==> config.mk <==
export PLATFORM = sky130hd
export DESIGN_NAME = hazard_scoreboard
export DESIGN_NICKNAME = d
export VERILOG_FILES = /design/src/rtl/hazard_scoreboard_pkg.sv /design/src/rtl/scoreboard_match.sv /design/src/rtl/hazard_scoreboard.sv
export SDC_FILE = /design/constraint.sdc
export NUM_CORES = 1
export LEC_CHECK = 0
export CORE_MARGIN = 2
export CORE_UTILIZATION = 40
export DETAILED_ROUTE_END_ITERATION = 10
export MAX_ROUTING_LAYER = met4
export PLACE_DENSITY = 0.64
export RECOVER_POWER = 100
export SETUP_SLACK_MARGIN = 0.1
export SLEW_MARGIN = 30
export SYNTH_ARGS = -nofsm -noshare
export SYNTH_HDL_FRONTEND = slang
export SYNTH_HIERARCHICAL = 1
export SYNTH_SLANG_ARGS = --single-unit
export TNS_END_PERCENT = 50
==> constraint.sdc <==
create_clock -name clk -period 10.6 [get_ports clk]
set_clock_uncertainty 0.15 [all_clocks]
set_input_delay 2.12 -clock clk [delete_from_list [all_inputs] [get_ports clk]]
set_output_delay 2.12 -clock clk [all_outputs]
set_load 0.02 [all_outputs]
==> src/rtl/hazard_scoreboard_pkg.sv <==
// rtl/hazard_scoreboard_pkg.sv - shared constants for the forwarding/stall scoreboard
package hazard_scoreboard_pkg;

    // Forward-select code meaning "read the register file"
    localparam int FSEL_RF    = 0;
    // Entry index at which a result first becomes forwardable; the decoder drives id_avail_stg with these
    localparam int AVAIL_ALU  = 0;
    localparam int AVAIL_LOAD = 1;

endpackage

==> src/rtl/scoreboard_match.sv <==
// rtl/scoreboard_match.sv - priority matcher returning the youngest in-flight writer of one operand
module scoreboard_match #(
    parameter int DEPTH  = 3,
    parameter int REG_AW = 5,
    parameter int STG_W  = 2
) (
    input  logic [DEPTH-1:0]             valid_i,
    input  logic [DEPTH-1:0][REG_AW-1:0] dst_i,
    input  logic [DEPTH-1:0][STG_W-1:0]  avail_i,
    input  logic [REG_AW-1:0]            addr_i,
    input  logic                         used_i,
    output logic                         hit_o,
    output logic [STG_W-1:0]             idx_o,
    output logic                         hazard_o
);

    // Scan oldest to youngest so the lowest matching index is the one left standing
    always_comb begin
        hit_o    = 1'b0;
        idx_o    = '0;
        hazard_o = 1'b0;
        for (int k = DEPTH - 1; k >= 0; k--) begin
            if (valid_i[k] && used_i && (addr_i != '0) && (dst_i[k] == addr_i)) begin
                hit_o    = 1'b1;
                idx_o    = STG_W'(k);
                hazard_o = (STG_W'(k) < avail_i[k]);
            end
        end
    end

endmodule

==> src/rtl/hazard_scoreboard.sv <==
// rtl/hazard_scoreboard.sv - decode-stage forwarding select, load-use stall and stall-cycle counter
module hazard_scoreboard
    import hazard_scoreboard_pkg::*;
#(
    parameter int DEPTH  = 3,
    parameter int REG_AW = 5,
    parameter int STG_W  = 2,
    parameter int CNT_W  = 32
) (
    input  logic              clk,
    input  logic              rst,
    input  logic              id_valid,
    input  logic [REG_AW-1:0] id_rs_addr,
    input  logic [REG_AW-1:0] id_rt_addr,
    input  logic              id_rs_used,
    input  logic              id_rt_used,
    input  logic              id_we,
    input  logic [REG_AW-1:0] id_dst_addr,
    input  logic [STG_W-1:0]  id_avail_stg,
    input  logic              flush_id,
    input  logic              hold,
    output logic              stall,
    output logic [STG_W-1:0]  rs_fwd_sel,
    output logic [STG_W-1:0]  rt_fwd_sel,
    output logic [CNT_W-1:0]  stall_count
);

    logic [DEPTH-1:0]             vld_q, vld_d;
    logic [DEPTH-1:0][REG_AW-1:0] dst_q, dst_d;
    logic [DEPTH-1:0][STG_W-1:0]  avl_q, avl_d;
    logic [CNT_W-1:0]             cnt_q, cnt_d;

    logic             rs_hit, rt_hit, rs_haz, rt_haz;
    logic [STG_W-1:0] rs_idx, rt_idx;

    scoreboard_match #(.DEPTH(DEPTH), .REG_AW(REG_AW), .STG_W(STG_W)) u_rs_match (
        .valid_i (vld_q),
        .dst_i   (dst_q),
        .avail_i (avl_q),
        .addr_i  (id_rs_addr),
        .used_i  (id_rs_used),
        .hit_o   (rs_hit),
        .idx_o   (rs_idx),
        .hazard_o(rs_haz)
    );

    scoreboard_match #(.DEPTH(DEPTH), .REG_AW(REG_AW), .STG_W(STG_W)) u_rt_match (
        .valid_i (vld_q),
        .dst_i   (dst_q),
        .avail_i (avl_q),
        .addr_i  (id_rt_addr),
        .used_i  (id_rt_used),
        .hit_o   (rt_hit),
        .idx_o   (rt_idx),
        .hazard_o(rt_haz)
    );

    assign stall       = id_valid & ~flush_id & (rs_haz | rt_haz);
    assign rs_fwd_sel  = (rs_hit && !rs_haz) ? rs_idx + STG_W'(1) : STG_W'(FSEL_RF);
    assign rt_fwd_sel  = (rt_hit && !rt_haz) ? rt_idx + STG_W'(1) : STG_W'(FSEL_RF);
    assign stall_count = cnt_q;

    // A stalled or flushed instruction never enters the scoreboard; a bubble takes its place
    always_comb begin
        vld_d    = vld_q;
        dst_d    = dst_q;
        avl_d    = avl_q;
        cnt_d    = cnt_q;
        if (!hold) begin
            vld_d[0] = id_valid & id_we & ~flush_id & ~stall & (id_dst_addr != '0);
            dst_d[0] = id_dst_addr;
            avl_d[0] = id_avail_stg;
            for (int k = 1; k < DEPTH; k++) begin
                vld_d[k] = vld_q[k-1];
                dst_d[k] = dst_q[k-1];
                avl_d[k] = avl_q[k-1];
            end
            if (stall && (cnt_q != '1)) begin
                cnt_d = cnt_q + CNT_W'(1);
            end
        end
    end

    always_ff @(posedge clk) begin
        if (rst) begin
            vld_q <= '0;
            dst_q <= '0;
            avl_q <= '0;
            cnt_q <= '0;
        end else begin
            vld_q <= vld_d;
            dst_q <= dst_d;
            avl_q <= avl_d;
            cnt_q <= cnt_d;
        end
    end

endmodule
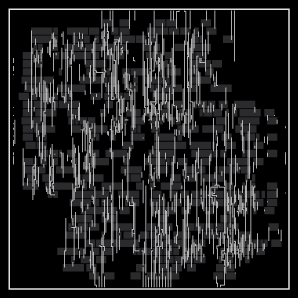
(run_1/layer_met2.png)
Scale: 3 px per micron.
wire length on this layer: 3,520 microns
nets with wire on the layer: 378
vias: 2,916
Total Wirelength: 7790 microns
met2 Use GR: 0.2877

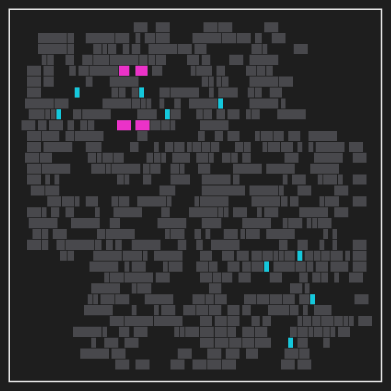
(run_1/logic_types.png)
Scale: 4 px per micron.
legend:
  non-inverting ao/oa cells:
    colour: magenta
    cells: 4
  inv cells:
    colour: cyan
    cells: 9

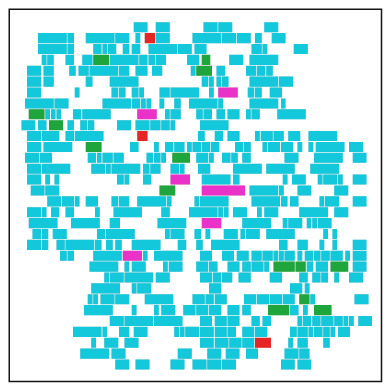
(run_1/sizes.png)
Scale: 4 px per micron.
legend:
  _6 and larger:
    colour: magenta
    cells: 6
    most_used: clkbuf_8
  _3 and _4 cells:
    colour: red
    cells: 3
    most_used: buf_4
  _0 and _1 cells:
    colour: cyan
    cells: 405
    most_used: dfxtp_1
  _2 cells:
    colour: green
    cells: 14
    most_used: mux2_2
Area growth, synth to finish: 24.72%
number of signal-net buffers in the layout: 64
final worst slack: 3454 ps
fin area: 0.003926 sq mm

==> qor.yml, run 1 <==
htreeDepth: 2
timing.rr.start: "dst_q[7]"
setup_tns_ps: 0
flop_area_sq_mm: 0.001121
crit_chain: "dlygate4sd3_1, or4_1, o21ai_0, or3_1, a31oi_1, nor2_1, nor2_1, dlygate4sd3_1"
clkPwrFrac: 0.346
critPathTopFamily: "buffers and inverters"
largest_reg_flops: 32
clock_path_buffers: 2
postPlaceCellArea_sq_mm: 0.003839
status: "finished, violations left"
seq_share: 0.2855
dp_slack_ps: 3662
cp.arrival_ps: 4880
wl_met1_microns: 3897
p_int_w: 0.0003007
comb_cells: 293
instances_no_fill: 530
top_power_group: "sequential cells"
worst-r2r-setup-slack_ps: 6900
avgSynthCellArea_sq_um: 8.395
violations: "max-capacitance violations, max-slew violations"
grt_max_degree: 62
hp-start: "stall_count[6]"
path_depth: 8
nWellTaps: 102
via_per_inst: 5.502
grtUsageMet3: 0.03255
ys_sh_adder: 0.003975
grtUsageMet1: 0.2636
slowest_stage: "dlygate4sd3_1"
dp_hpwl_microns: 5820
ys_sh_aoi: 0.1220
cts_tree: "yes"
top_usage_layer: "met2"
p_comb_w: 0.0000378
whs_path_depth: 2
r2r_cells: 10
seq_power_share: 0.557
comb_area_share: 0.4895
slew_viol_final: 28
xor_share: 0.1085
seq_cell_count: 56
syn_inst: 375
largest_class: "multi-input combinational cells"
powerDensity_mw_per_mm2: 99.53
dr_wl_met3_microns: 271
die_h_microns: 92.72
top_layer_used: "met4"
grt_pass1_vias: 2675
setup_violations: 0
fmax_mhz: 139.9
async_flop_share: 0
hold_end: "stall_count[6]"
mux_area_frac: 0.09420
fp_util: 0.4095
max_cap_viol_count: 1
dp_cells: 524
die_x_microns: 92.72
ctsResizeCount: 0
ff_type: "dfxtp_1"
crit_path_end_kind: "primary output"
antenna_found_initial: 0
timing.final.crit_period_ps: 7146
combGateArea_sq_mm: 0.001922
synthSimpleGateAreaFrac: 0.2814
ys_cells: 375
synth_cell_type_count: 46
io_pins: 62
powerClk_w: 0.000135
num_antenna_cells: 0
edf_count: 0
top_cell_area_share: 0.3561
drtPass1Iterations: 4
num-fill-cells: 751
area_leaders: "dfxtp_1 36%, mux2i_1 7.6%, xnor2_1 7.5%"
clock_latency_ps: 310
pwr-share-comb: 0.097
==> run_1/congestion.png <==
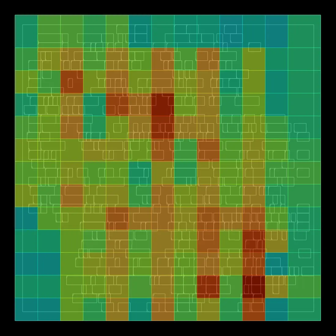

==> run 1 -> run 2 <==
==> constraint.sdc (replaced) <==
create_clock -name clk -period 7.05 [get_ports clk]
set_clock_uncertainty 0.15 [all_clocks]
set_input_delay 1.41 -clock clk [delete_from_list [all_inputs] [get_ports clk]]
set_output_delay 1.41 -clock clk [all_outputs]
set_load 0.02 [all_outputs]
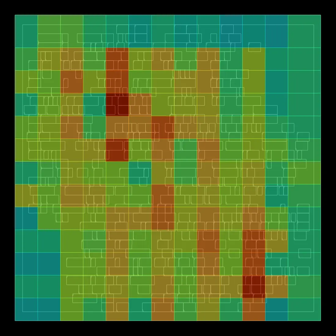
(run_2/congestion.png)
met2 Use GR: 0.2847
Util after Layout: 0.5099

==> run 2 against run 1 <==
Compared with the run above:
- the run still ends with max-capacitance violations, max-slew violations left
- sequential power grew about 50%
- critical path depth stayed put
- clock power increased by 47%
- final cell count unchanged
- synthesized cell count is the same
- sequential cell count stayed put
- die size unchanged
- highest routed layer unchanged
==> qor.yml, run 2 <==
ys_sh_aoi: 0.1220
flop_area_sq_mm: 0.001121
postPlaceCellArea_sq_mm: 0.003839
sw_frac_of_total: 0.2234
die_x_microns: 92.72
startpoint: "id_rs_addr[3]"
dr_wl_met2_microns: 3509
setup_ws_ps: 1361
start_kind: "input pin"
top_power_group: "sequential cells"
avgSynthCellArea_sq_um: 8.395
fp_util: 0.4095
clock_latency_ps: 300
timing.rr.start: "dst_q[8]"
synth_cell_type_count: 46
seq_cell_count: 56
combGateArea_sq_mm: 0.001916
hold_end: "stall_count[11]"
max_cap_viol_count: 1
ys_sh_adder: 0.003975
pwr-share-comb: 0.097
dp_cells: 524
dp_hpwl_microns: 5874
io_pins: 62
top_layer_used: "met4"
crit_chain: "dlygate4sd3_1, or4_1, o2111ai_1, o211ai_1, a31oi_1, nor2_1, nor2_1, dlygate4sd3_1"
crit_path_end_kind: "primary output"
status: "finished, violations left"
synthSimpleGateAreaFrac: 0.2814
clkPwrFrac: 0.341
clock_path_buffers: 2
num_antenna_cells: 0
buffers: 64
seq_share: 0.2860
setup_violations: 0
path_depth: 8
cts_tree: "yes"
layout_top_cells: "56 x dfxtp_1, 55 x nor2_1, 39 x dlygate4sd3_1"
largest_class: "multi-input combinational cells"
ff_type: "dfxtp_1"
syn_inst: 375
edf_count: 0
top_usage_layer: "met2"
ant_nets: 0
top_cell_area_share: 0.3561
critPathTopFamily: "buffers and inverters"
async_flop_share: 0
drtPass1Iterations: 4
p_comb_w: 0.0000566
nWellTaps: 102
whs_path_depth: 2
powerClk_w: 0.000198
area_leaders: "dfxtp_1 36%, mux2i_1 7.6%, xnor2_1 7.5%"
comb_cells: 293
largest_reg_flops: 32
via_count: 2897
hp-start: "stall_count[11]"
grtUsageMet1: 0.2700
fmax_mhz: 175.8
xor_share: 0.1085
seq_power_share: 0.562
finalInstanceArea_sq_mm: 0.003920
worst-r2r-setup-slack_ps: 3300
powerDensity_mw_per_mm2: 148.5
slowest_stage: "dlygate4sd3_1"
overflow: 0
wirelength_microns: 7766
grt_pass1_vias: 2678
instances_no_fill: 530
n_clock_buffer: 5
die_h_microns: 92.72
ctsResizeCount: 0
cp.arrival_ps: 4130
slew_headroom: -0.1294
timing.final.crit_period_ps: 5689
comb_area_share: 0.4887
critPathCapture: "stall"
htreeDepth: 2
area_delta_synth_final_pct: 24.52
ys_cells: 375
grt_max_degree: 62
wl_met1_microns: 3877
mux_area_frac: 0.09420
p_int_w: 0.0004520
setup_tns_ps: 0
inverters_excl_clock: 9
violations: "max-capacitance violations, max-slew violations"
dr_wl_met3_microns: 297
r2r_cells: 10
via_per_inst: 5.466
num-fill-cells: 765
slew_viol_final: 28
dp_slack_ps: 1559
grtUsageMet3: 0.03092
antenna_found_initial: 0
grt_pass1_wl_microns: 13050
Power is estimated from default activity; no workload was simulated.
